### Placed standard cells

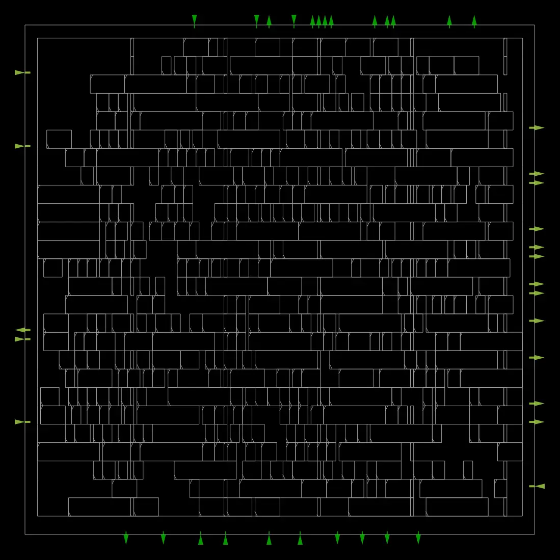
### Routed metal per tile

The die is cut into 15 by 15 equal tiles; dark blue is low, red is high, scaled to the fullest tile. Values are wire area over tile area, all layers added.
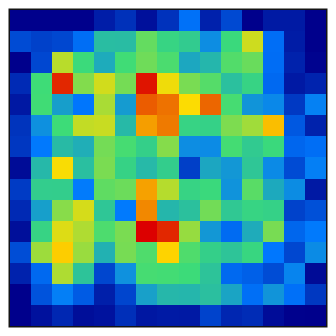
### Supply network

The bar under the picture is 20 um long. Pins as bars on the die edge. Tap cells in grey.
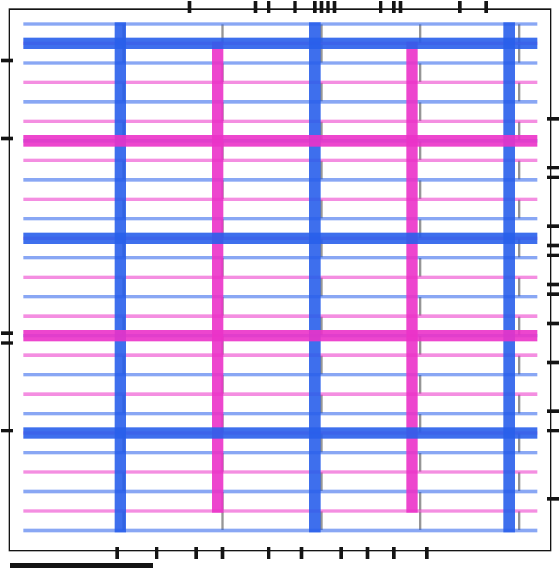
### Cell classes on the final placement

Fill, decap, tap and diode cells in grey.
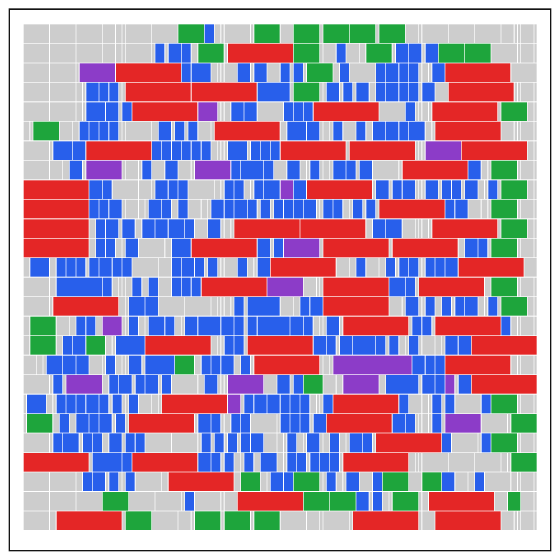
### Wires at chosen ports, followed through buffers

The bar under the picture is 20 um long.
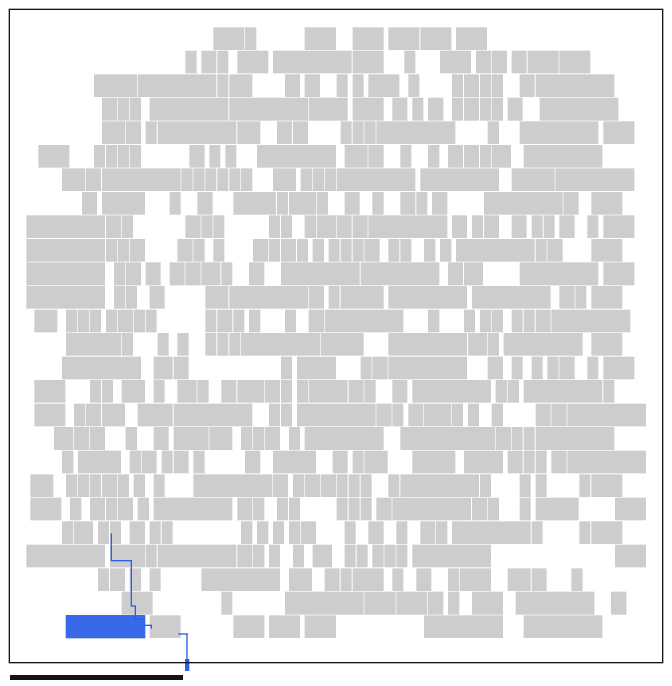
--- config.mk ---
export PLATFORM = sky130hd
export DESIGN_NAME = mem_loader
export DESIGN_NICKNAME = d
export VERILOG_FILES = /design/src/rtl/risc_pkg.sv /design/src/rtl/mem_loader.sv
export SDC_FILE = /design/constraint.sdc
export NUM_CORES = 1
export LEC_CHECK = 0
export ABC_AREA = 1
export CAP_MARGIN = 20
export CORE_MARGIN = 1.5
export CORE_UTILIZATION = 56
export DETAILED_ROUTE_END_ITERATION = 6
export HOLD_SLACK_MARGIN = 0.05
export PLACE_DENSITY = 0.81
export SLEW_MARGIN = 20
export SYNTH_ARGS = -nofsm -noshare
export SYNTH_HDL_FRONTEND = slang
export SYNTH_SLANG_ARGS = --single-unit
export TNS_END_PERCENT = 1
--- constraint.sdc ---
create_clock -name clk -period 2.6 [get_ports clk]
set_input_delay 0.52 -clock clk [delete_from_list [all_inputs] [get_ports clk]]
set_output_delay 0.52 -clock clk [all_outputs]
set_load 0.05 [all_outputs]
--- src/rtl/risc_pkg.sv ---
// ============================================================================
// risc_pkg : widths and loader state encoding shared by processor, memory, loader. rev 1.0
// ============================================================================
`timescale 1ns/1ps
`default_nettype none

package risc_pkg;

  localparam int RISC_DATA_W = 8;
  localparam int RISC_ADDR_W = 8;

  // A length byte of zero encodes a full page of 2**DATA_W payload bytes rather than an empty load.
  localparam bit LEN_ZERO_MEANS_256 = 1'b1;

  typedef enum logic [2:0] {
    LD_LEN  = 3'd0,
    LD_DATA = 3'd1,
    LD_CHK  = 3'd2,
    LD_RUN  = 3'd3,
    LD_ERR  = 3'd4
  } loader_state_t;

endpackage

`default_nettype wire

--- src/rtl/mem_loader.sv ---
// ============================================================================
// mem_loader : streams a length/payload/XOR-checksum image into memory, then releases the CPU. rev 1.0
// ============================================================================
`timescale 1ns/1ps
`default_nettype none

module mem_loader
  import risc_pkg::*;
#(
  parameter int                 DATA_W    = RISC_DATA_W,
  parameter int                 ADDR_W    = RISC_ADDR_W,
  parameter logic [ADDR_W-1:0]  BASE_ADDR = '0
) (
  input  logic              clk,
  input  logic              reset,
  input  logic              in_valid,
  input  logic [DATA_W-1:0] in_data,
  output logic              in_ready,
  input  logic              load_req,
  output logic [DATA_W-1:0] Mem_IN,
  output logic [ADDR_W-1:0] Mem_ADDR,
  output logic              write,
  output logic              cpu_run,
  output logic              load_err,
  output logic [8:0]        bytes_loaded
);

  loader_state_t     state;
  logic [DATA_W:0]   remaining;
  logic [DATA_W-1:0] chk;
  logic [ADDR_W-1:0] addr;

  logic              xfer;
  logic [DATA_W:0]   len_count;

  assign xfer = in_valid && in_ready;

  // Length byte widened by one bit so that a full page fits in the down-counter.
  assign len_count = (in_data == '0 && LEN_ZERO_MEANS_256) ? (DATA_W+1)'(1 << DATA_W)
                                                           : {1'b0, in_data};

  always_ff @(posedge clk or negedge reset) begin
    if (!reset) begin
      state        <= LD_LEN;
      in_ready     <= 1'b0;
      write        <= 1'b0;
      Mem_IN       <= '0;
      Mem_ADDR     <= BASE_ADDR;
      addr         <= BASE_ADDR;
      cpu_run      <= 1'b0;
      load_err     <= 1'b0;
      bytes_loaded <= '0;
      remaining    <= '0;
      chk          <= '0;
    end else begin
      write <= 1'b0;
      case (state)
        LD_LEN: begin
          in_ready <= 1'b1;
          if (xfer) begin
            remaining    <= len_count;
            chk          <= in_data;
            addr         <= BASE_ADDR;
            bytes_loaded <= '0;
            state        <= (len_count == '0) ? LD_CHK : LD_DATA;
          end
        end

        LD_DATA: begin
          if (xfer) begin
            write        <= 1'b1;
            Mem_IN       <= in_data;
            Mem_ADDR     <= addr;
            addr         <= addr + ADDR_W'(1);
            chk          <= chk ^ in_data;
            bytes_loaded <= bytes_loaded + 9'd1;
            remaining    <= remaining - (DATA_W+1)'(1);
            if (remaining == (DATA_W+1)'(1)) begin
              state <= LD_CHK;
            end
          end
        end

        LD_CHK: begin
          if (xfer) begin
            in_ready <= 1'b0;
            if (in_data == chk) begin
              state   <= LD_RUN;
              cpu_run <= 1'b1;
            end else begin
              state    <= LD_ERR;
              load_err <= 1'b1;
            end
          end
        end

        LD_RUN, LD_ERR: begin
          if (load_req) begin
            cpu_run  <= 1'b0;
            load_err <= 1'b0;
            in_ready <= 1'b1;
            state    <= LD_LEN;
          end
        end

        default: begin
          state    <= LD_LEN;
          in_ready <= 1'b0;
        end
      endcase
    end
  end

endmodule

`default_nettype wire

==> impl_metrics.tcl <==
# metrics dict for downstream scripts
set metrics [dict create \
    grt_busiest_layer "met2" \
    fa_ha_area_frac 0.0171 \
    critPathMaxStageDelay_ps 830 \
    ctsResizeCount 0 \
    post-place-ws_ps 500 \
    fin_crit_ps 2120 \
    cp.required_ps 2080 \
    slew_viol_final 0 \
    wl_met2_mm 3.14 \
    cts_root_buf "clkbuf_8" \
    vias_per_cell 5.27 \
    cts_sinks 57 \
    grt_max_degree 38 \
    drt-total-wl_mm 6.50 \
    tns_ps 0 \
    rsz0062_at_grt "false" \
    syn2layout_area_growth_pct 22.3 \
    cp.arrival_ps 1600 \
    simple_gate_share 0.268 \
    drv_cap 0 \
    wl_met1_mm 2.95 \
    fmax_mhz 471 \
    fillers 438 \
    critPathTopFamily "buffers and inverters" \
    clock.latency.late_pin_ps 340 \
    status "finished clean" \
    postSynthSeqShare 0.486 \
    mux_share 0 \
    postPlaceCellArea_mm2 0.00339 \
    setup_viol_count_final 0 \
    drive_gt1_frac 0.0668 \
    drt_iter0_markers 174 \
    postCtsSetupBuffers 0 \
    flop_cell "dfrtp_1" \
    fp_util 0.578 \
    place.gp.congestion 0.831 \
    syn-cell-area_mm2 0.00293 \
    layout_top_cells "nand2_1 (117), dfrtp_1 (57), inv_1 (45)" \
    critPathKind "flop to primary output" \
    slew_headroom 0.586 \
    cts.clk_slew.worst_paths_ps 70 \
    whs_ps 191 \
    grt_pass1_wl_mm 10.6 \
    syn_area_per_cell_um2 7.64 \
    grt_pass1_vias 2326 \
    wl_per_cell_um 12.9 \
    async_reset_ff_frac 1.00 \
    critPathSlowestCell "clkdlybuf4s50_1" \
    die_h_um 75.4 \
    worst_slack_ps 478 \
    dr.pass1.iters 4 \
    power.total_w 0.00430 \
    place_hpwl_mm 4.67 \
    xor_share 0 \
    period_used_share 0.816 \
    ys_cells 384 \
    track_usage 0.254 \
]
## Picture notes: 'Placed standard cells'
Core Region: 0.00507 mm2
Post-Layout Cell Count: 504
Final Core Density: 0.707

## Picture notes: 'Routed metal per tile'
tiles over half the peak = 29%
nearly empty tiles = 5.8%
mean over tiles = 0.18
fullest tile = 0.51

## Picture notes: 'Supply network'
blue -> VSS
magenta -> VDD
met5 straps = 5
signal pins = 41
rows = 26
met4 straps = 5
met1 rails = 27

## Picture notes: 'Cell classes on the final placement'
red -> flops  # cells 57, share of their area 41%
blue -> all other logic  # cells 316, share of their area 41%
green -> other buffers and delay cells  # cells 45, share of their area 12%
purple -> clock drivers and dummy loads  # cells 16, share of their area 5.6%
design area: 0.00359 mm2
Seq/total area: 0.397
num rows: 26

## Picture notes: 'Wires at chosen ports, followed through buffers'
blue -> cpu_run  # bits 1, direction output, edge south, end cells 1, wire 18.6 um
# IOs: 41
IO buf count: 40

==> synthesized netlist by cell type, types with 2 or more instances <==
cell type    n
nand4_1      4
nor2_4       2
nand2_1    117
nor3_1       2
a21oi_1     11
o21ai_1     17
o21bai_1     2
ha_1         4
o21ai_0     39
nor2_1      29
a22o_1       2
inv_1       45
o22ai_1      2
buf_4        3
dfrtp_1     57
nand3_1     25
buf_2        7
a22oi_1      4
==> registers in the layout, indices dropped and copies added (netlist names) <==
register	count
addr	8
Mem_IN	8
load_err	1
state	3
bytes_loaded	9
chk	8
remaining	9
in_ready	1
write	1
cpu_run	1
Mem_ADDR	8
==> power breakdown <==
part / total [W] / internal (W) / switching, W
clock: 0.000819 / 0.000465 / 0.000354
sequential: 0.00146 / 0.00121 / 0.000246
combinational: 0.00202 / 0.000664 / 0.00136
==> final timing paths <==
kind,startpoint,end,slack [ps],cells past startpoint
max reg2reg,state[2]$_DFFE_PN0P_,remaining[6]$_DFFE_PN0P_,830,6
min reg2reg,Mem_ADDR[0]$_DFFE_PN0P_,Mem_ADDR[0]$_DFFE_PN0P_,480,2
min in group clk,Mem_ADDR[0]$_DFFE_PN0P_,Mem_ADDR[0]$_DFFE_PN0P_,480,2
max in group asynchronous,reset,remaining[7]$_DFFE_PN0P_,1740,2
max,in_ready$_DFFE_PN0P_,in_ready,480,1
min,reset,addr[3]$_DFFE_PN0P_,190,1
==> cell type report <==
class	instances	area (um2)	area share
Tap cell	70	87.6	0.0244
Clock buffer	11	141	0.0394
Inverter	47	178	0.0495
Clock inverter	5	55.1	0.0153
Sequential cell	57	1430	0.397
Timing Repair Buffer	45	433	0.121
Multi-Input combinational cell	269	1270	0.353
Power is estimated from default activity; no workload was simulated.
